--- src/rtl/ext_st_unit_pkg.sv ---
// rtl/ext_st_unit_pkg.sv - shared types and widths for the store-side external memory unit
package ext_st_unit_pkg;

  localparam int WIDTH_DATA       = 8;
  localparam int UNIT_EXT_DATA    = 4;
  localparam int WIDTH_EXT_DATA   = WIDTH_DATA * UNIT_EXT_DATA;
  localparam int WIDTH_EXT_ADDR   = 32;
  localparam int WIDTH_EXT_LENGTH = 16;
  localparam int LENGTH_BUFF_ST   = 4;
  localparam int EXT_BEAT_BYTES   = WIDTH_EXT_DATA / 8;

  typedef logic [WIDTH_EXT_DATA-1:0] ext_io_t;
  typedef logic [UNIT_EXT_DATA-1:0]  CSel_t;
  typedef logic [WIDTH_EXT_ADDR-1:0] ext_ld_addr_t;

  typedef struct packed {
    logic                  v;
    logic [WIDTH_DATA-1:0] d;
  } FTk_t;

  typedef struct packed {
    logic n;
  } BTk_t;

  typedef enum logic [1:0] {
    EXTST_IDLE,
    EXTST_RUN,
    EXTST_DRAIN,
    EXTST_DONE
  } fsm_ext_st;

  typedef struct packed {
    CSel_t   csel;
    ext_io_t data;
  } ext_st_beat_t;

endpackage

--- src/rtl/ext_st_unit_fifo.sv ---
// rtl/ext_st_unit_fifo.sv - synchronous beat FIFO with registered storage and look-ahead free count
module ext_st_unit_fifo
  import ext_st_unit_pkg::*;
#(
  parameter  int DEPTH = LENGTH_BUFF_ST,
  localparam int PTR_W = $clog2(DEPTH),
  localparam int CNT_W = PTR_W + 1
) (
  input  logic             clk,
  input  logic             resetn,
  input  logic             push,
  input  ext_st_beat_t     push_beat,
  input  logic             pop,
  output ext_st_beat_t     head,
  output logic             empty,
  output logic [CNT_W-1:0] free_nxt
);

  ext_st_beat_t     mem [DEPTH];
  logic [PTR_W-1:0] wr_ptr;
  logic [PTR_W-1:0] rd_ptr;
  logic [CNT_W-1:0] count;
  logic [CNT_W-1:0] count_nxt;
  logic             full;
  logic             do_push;
  logic             do_pop;

  assign full    = (count == CNT_W'(DEPTH));
  assign empty   = (count == '0);
  assign do_pop  = pop & ~empty;
  // A push into a full FIFO is still legal when the head leaves in the same cycle.
  assign do_push = push & (~full | do_pop);

  always_comb begin
    count_nxt = count;
    if (do_push && !do_pop) begin
      count_nxt = count + CNT_W'(1);
    end else if (!do_push && do_pop) begin
      count_nxt = count - CNT_W'(1);
    end
  end

  assign free_nxt = CNT_W'(DEPTH) - count_nxt;
  assign head     = mem[rd_ptr];

  always_ff @(posedge clk) begin
    if (do_push) begin
      mem[wr_ptr] <= push_beat;
    end
  end

  always_ff @(posedge clk) begin
    if (!resetn) begin
      wr_ptr <= '0;
      rd_ptr <= '0;
      count  <= '0;
    end else begin
      count <= count_nxt;
      if (do_push) begin
        wr_ptr <= wr_ptr + PTR_W'(1);
      end
      if (do_pop) begin
        rd_ptr <= rd_ptr + PTR_W'(1);
      end
    end
  end

endmodule

--- src/rtl/ext_st_unit.sv ---
// rtl/ext_st_unit.sv - packs word tokens into beats and writes them to external memory
// Optional EXT_ST_STATS_EN adds O_StallCnt (saturating count of ungranted request cycles).
module ext_st_unit
  import ext_st_unit_pkg::*;
#(
  parameter int DEPTH_BUFF = LENGTH_BUFF_ST
) (
  input  logic                        clock,
  input  logic                        reset,
  input  logic                        I_Start,
  input  logic [WIDTH_EXT_ADDR-1:0]   I_Base,
  input  logic [WIDTH_EXT_LENGTH-1:0] I_Length,
  input  FTk_t                        I_FTk,
  output BTk_t                        O_BTk,
  output logic                        O_Req,
  output logic [WIDTH_EXT_ADDR-1:0]   O_Addr,
  output logic [WIDTH_EXT_DATA-1:0]   O_Data,
  output logic [UNIT_EXT_DATA-1:0]    O_CSel,
  input  logic                        I_Gnt,
  output logic                        O_Busy,
  output logic                        O_Done
`ifdef EXT_ST_STATS_EN
  ,
  output logic [15:0]                 O_StallCnt
`endif
);

  localparam int UNIT   = UNIT_EXT_DATA;
  localparam int LANE_W = (UNIT > 1) ? $clog2(UNIT) : 1;
  localparam int CNT_W  = $clog2(DEPTH_BUFF) + 1;

  fsm_ext_st                   state;
  fsm_ext_st                   state_nxt;
  logic [WIDTH_EXT_LENGTH-1:0] remaining;
  ext_io_t                     pack_data;
  CSel_t                       pack_csel;
  logic [LANE_W-1:0]           lane_cnt;
  logic                        lane_last;
  logic                        last_word;
  logic                        accept;
  logic                        push;
  logic                        pop;
  logic                        start_ok;
  logic                        nack;
  logic                        fifo_empty;
  logic                        fifo_low;
  logic [CNT_W-1:0]            free_nxt;
  ext_st_beat_t                push_beat;
  ext_st_beat_t                head;
  ext_ld_addr_t                addr;

  assign start_ok  = (state == EXTST_IDLE) & I_Start;
  assign accept    = (state == EXTST_RUN) & I_FTk.v & ~nack;
  assign last_word = (remaining == WIDTH_EXT_LENGTH'(1));
  assign push      = accept & (lane_last | last_word);
  assign pop       = ~fifo_empty & I_Gnt;
  assign fifo_low  = (free_nxt < CNT_W'(2));

  generate
    if (UNIT == 1) begin : g_single_lane
      assign lane_cnt  = '0;
      assign lane_last = 1'b1;
    end else begin : g_multi_lane
      assign lane_last = (lane_cnt == LANE_W'(UNIT - 1));
      always_ff @(posedge clock) begin
        if (!reset) begin
          lane_cnt <= '0;
        end else if (push) begin
          lane_cnt <= '0;
        end else if (accept) begin
          lane_cnt <= lane_cnt + LANE_W'(1);
        end
      end
    end
  endgenerate

  // Beat as it would look with the current word merged in; this is what gets pushed.
  always_comb begin
    push_beat.data = pack_data;
    push_beat.csel = pack_csel;
    push_beat.data[lane_cnt*WIDTH_DATA +: WIDTH_DATA] = I_FTk.d;
    push_beat.csel[lane_cnt] = 1'b1;
  end

  always_ff @(posedge clock) begin
    if (!reset) begin
      pack_data <= '0;
      pack_csel <= '0;
    end else if (push) begin
      pack_data <= '0;
      pack_csel <= '0;
    end else if (accept) begin
      pack_data <= push_beat.data;
      pack_csel <= push_beat.csel;
    end
  end

  always_ff @(posedge clock) begin
    if (!reset) begin
      remaining <= '0;
    end else if (start_ok) begin
      remaining <= I_Length;
    end else if (accept) begin
      remaining <= remaining - WIDTH_EXT_LENGTH'(1);
    end
  end

  always_ff @(posedge clock) begin
    if (!reset) begin
      state <= EXTST_IDLE;
    end else begin
      state <= state_nxt;
    end
  end

  always_comb begin
    state_nxt = state;
    O_Busy    = 1'b0;
    O_Done    = 1'b0;
    case (state)
      EXTST_IDLE: begin
        if (I_Start) begin
          state_nxt = (I_Length == '0) ? EXTST_DONE : EXTST_RUN;
        end
      end
      EXTST_RUN: begin
        O_Busy = 1'b1;
        if (accept && last_word) begin
          state_nxt = EXTST_DRAIN;
        end
      end
      EXTST_DRAIN: begin
        O_Busy = 1'b1;
        if (fifo_empty && !push) begin
          state_nxt = EXTST_DONE;
        end
      end
      EXTST_DONE: begin
        O_Done    = 1'b1;
        state_nxt = EXTST_IDLE;
      end
      default: state_nxt = EXTST_IDLE;
    endcase
  end

  // Nack looks one cycle ahead so a word in flight always still has a slot.
  always_ff @(posedge clock) begin
    if (!reset) begin
      nack <= 1'b1;
    end else begin
      nack <= (state_nxt != EXTST_RUN) | fifo_low;
    end
  end

  assign O_BTk.n = nack;

  ext_st_unit_fifo #(
    .DEPTH (DEPTH_BUFF)
  ) u_fifo (
    .clk       (clock),
    .resetn    (reset),
    .push      (push),
    .push_beat (push_beat),
    .pop       (pop),
    .head      (head),
    .empty     (fifo_empty),
    .free_nxt  (free_nxt)
  );

  always_ff @(posedge clock) begin
    if (!reset) begin
      addr <= '0;
    end else if (start_ok) begin
      addr <= I_Base;
    end else if (pop) begin
      addr <= addr + ext_ld_addr_t'(EXT_BEAT_BYTES);
    end
  end

  assign O_Req  = ~fifo_empty;
  assign O_Addr = addr;
  assign O_Data = fifo_empty ? '0 : head.data;
  assign O_CSel = fifo_empty ? '0 : head.csel;

`ifdef EXT_ST_STATS_EN
  logic [15:0] stall_cnt;

  always_ff @(posedge clock) begin
    if (!reset) begin
      stall_cnt <= '0;
    end else if (start_ok) begin
      stall_cnt <= '0;
    end else if (O_Req && !I_Gnt && stall_cnt != 16'hFFFF) begin
      stall_cnt <= stall_cnt + 16'd1;
    end
  end

  assign O_StallCnt = stall_cnt;
`endif

endmodule

--- config.mk ---
export PLATFORM = sky130hd
export DESIGN_NAME = ext_st_unit
export DESIGN_NICKNAME = d
export VERILOG_FILES = /design/src/rtl/ext_st_unit_pkg.sv /design/src/rtl/ext_st_unit_fifo.sv /design/src/rtl/ext_st_unit.sv
export SDC_FILE = /design/constraint.sdc
export NUM_CORES = 1
export LEC_CHECK = 0
export CORE_AREA = 5 5 142 144
export CTS_BUF_LIST = sky130_fd_sc_hd__clkbuf_8
export DETAILED_ROUTE_END_ITERATION = 8
export DIE_AREA = 0 0 147 149
export HOLD_SLACK_MARGIN = 0.02
export PLACE_DENSITY = 0.81
export RECOVER_POWER = 50
export SLEW_MARGIN = 20
export SYNTH_ARGS = -nofsm -noshare
export SYNTH_HDL_FRONTEND = slang
export SYNTH_SLANG_ARGS = --single-unit
--- constraint.sdc ---
create_clock -name clock -period 4 [get_ports clock]
set_input_delay 1.2 -clock clock [delete_from_list [all_inputs] [get_ports clock]]
set_output_delay 1.2 -clock clock [all_outputs]
set_load 0.005 [all_outputs]
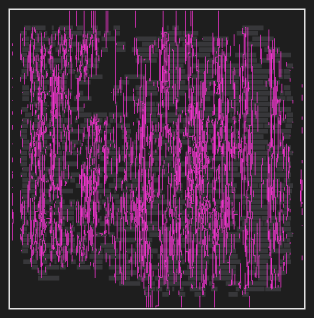
*The metal 2 layer*
Drawn at 2 px/um. Cells faint in the background.
longest straight run	79.6 um
share of all routed wire	49%
M2 GR Usage: 35.7%
Vias: 7188
Routed Wire Length: 22900 um

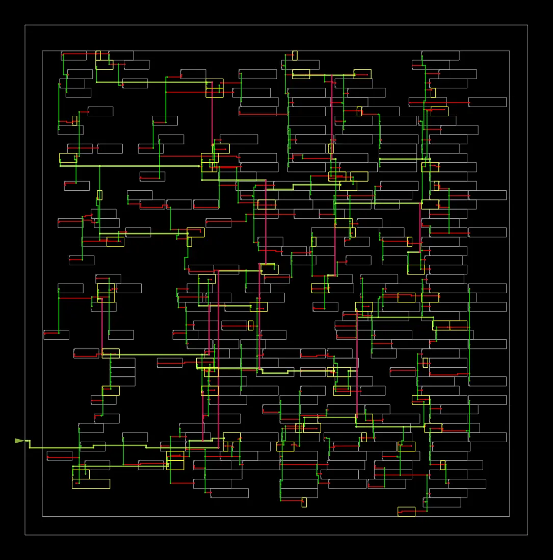
*Clock routing*
worst clock skew: 16.4 ps
clock net sink count: 242
total CTS buffers: 39
clkbuf count: 47
clock network power: 0.00205 W

==> run_results.csv <==
group,metric,value,unit
outcome,status,"finished with violations",
outcome,failed_checks,"max-capacitance violations, max-slew violations",
worst_setup_path,slowest_delay,570,ps
worst_setup_path,path_max_fanout,30,
final_layout,num-nonclk-inverters,43,
grt,track_usage,21.0,%
synthesis,synth.cell_area,0.0105,mm^2
synthesis,topCellsByArea,"edfxtp_1 41%, dfxtp_1 19%, mux4_2 7.7%",
die,initial_core_util,56.3,%
final_layout,largest_class,"sequential cells",
die,num_io_pins,133,
final_layout,final_layout_top_logic_cells,"144 x edfxtp_1, 121 x clkdlybuf4s50_1, 116 x nand2_1",
final_layout,fin_nets,1109,
worst_hold_path,min-delay-start,"O_Addr[0]",
synthesis,yosysMostFrequentCell,"edfxtp_1",
power,ir_drop,330,uV
route,first_pass_iters,5,
synthesis,enable_flop_cells,144,
route,ant_nets,0,
timing,hold_ws,452,ps
final_layout,top_register,"u_fifo.mem",
synthesis,ys_cells,880,
timing,slew_violations,29,
die,die-area,0.0219,mm^2
timing,fin_ws,272,ps
flow_run,timing.max_cap.violations,2,
worst_setup_path,cpMaxStageDelayCell,"mux4_2",
synthesis,synth_nets,964,
timing,relSlewSlack,-15.8,%
grt,grt_pass1_vias,7307,
synthesis,ys_seq_share,60.1,%
final_layout,clock_area_share,6.09,%
clocking,cts_tree,"yes",
place,io_buffers,132,
power,p_per_area,561,mW/mm^2
die,die_height,149,um
power,clkPwrFrac,28.6,%
route,via_per_inst,5.57,
place,pre_cts_ws,637,ps
power,power-top-group,"sequential cells",
route,wl_met1,9310,um
timing,fmax,268,MHz
timing,period_used_share,93.2,%
timing,tns,0,ps
final_layout,stdcell_count,1290,
timing,tightest_slew,1740,ps
flow_run,warnings,42,
route,wl_met3,2040,um
synthesis,ff_type,"edfxtp_1",
worst_setup_path,critPathCapture,"O_Data[4]",
timing,setup_viol,0,
die,tapCellCount,234,
synthesis,ys_types,49,
route,avgRoutedWirePerCell,17.8,um
power,seq_power_share,42.4,%
die,chipWidth,147,um
worst_setup_path,end_kind,"output pin",
final_layout,buffers_excl_clock,148,
power,pg_comb,0.00208,W
power,swShare,29.0,%
final_layout,sh_seq_area,49.2,%
synthesis,async_reset_ff_share,0,%
final_layout,mi_logic_area,0.00382,mm^2
worst_hold_path,min_to,"O_Addr[0]",
power,switching_power,0.00208,W
clocking,cts_resized,0,
timing,period_minus_slack,3730,ps
route,routed.top_layer,"met4",
clocking,max-clock-path-buffers,3,
place,numPlacedInstances,1218,
worst_setup_path,path_cells,"buf_12, mux4_2, and2_1, clkdlybuf4s50_1",
final_layout,fillers,1369,
worst_setup_path,cp.arrival,2530,ps
final_layout,num_antenna_cells,0,
route,wl_met2,11200,um
worst_setup_path,r2r_start,"remaining[6]",
worst_setup_path,rrSetupSlack,740,ps
clocking,postCtsHoldBufs,0,
final_layout,buffer_area_share,11.2,%
die,core,0.0186,mm^2
final_layout,register_area,0.00629,mm^2
grt,grt_max_degree,56,
synthesis,common_cells,"144 x edfxtp_1, 115 x nand2_1, 98 x dfxtp_1",
grt,grt_overflow_total,0,
power,cellLeakagePower,4.27,nW
clocking,root_buffer,"clkbuf_8",
synthesis,simple_gate_share,13.4,%
clocking,post_cts_buffers,0,
synthesis,synth.logic.top_family,"simple AND/OR/NAND/NOR gates",
worst_setup_path,required,2800,ps
die,rows,50,
synthesis,ys_sh_adder,2.75,%
timing,final-hold-violation-count,0,
timing,rsz0062_at_grt,"false",
worst_setup_path,r2r_cells,5,
grt,antenna_found_initial,0,
final_layout,flop-count,242,
-- metrics by stage --
| stage | area (um^2) | util, % | power, W |
|---|---|---|---|
| floorplan | 10500 | - | 0.00427 |
| global placement | 12100 | 64.9 | 0.00520 |
| detailed placement | 12100 | 64.9 | 0.00523 |
| CTS | 12800 | 69.1 | 0.00730 |
| global route | 12800 | 68.7 | 0.00760 |
| finish | 12800 | 68.7 | 0.00717 |
-- worst max-delay path, delay by kind of cell, from the launching register on --
kind                   cells  cell delay (ps)
buffers and inverters      2              730
multiplexers               1              570
flip-flops                 1              490
AND/OR/NAND/NOR            1              190
-- metal layers --
metal  track usage [%]  up-vias
met4              5.78        0
met5                 0        -
met1              26.7     3435
li1                  -     3458
met3              5.68       31
met2              35.7      264
Power and IR drop assume default switching activity.
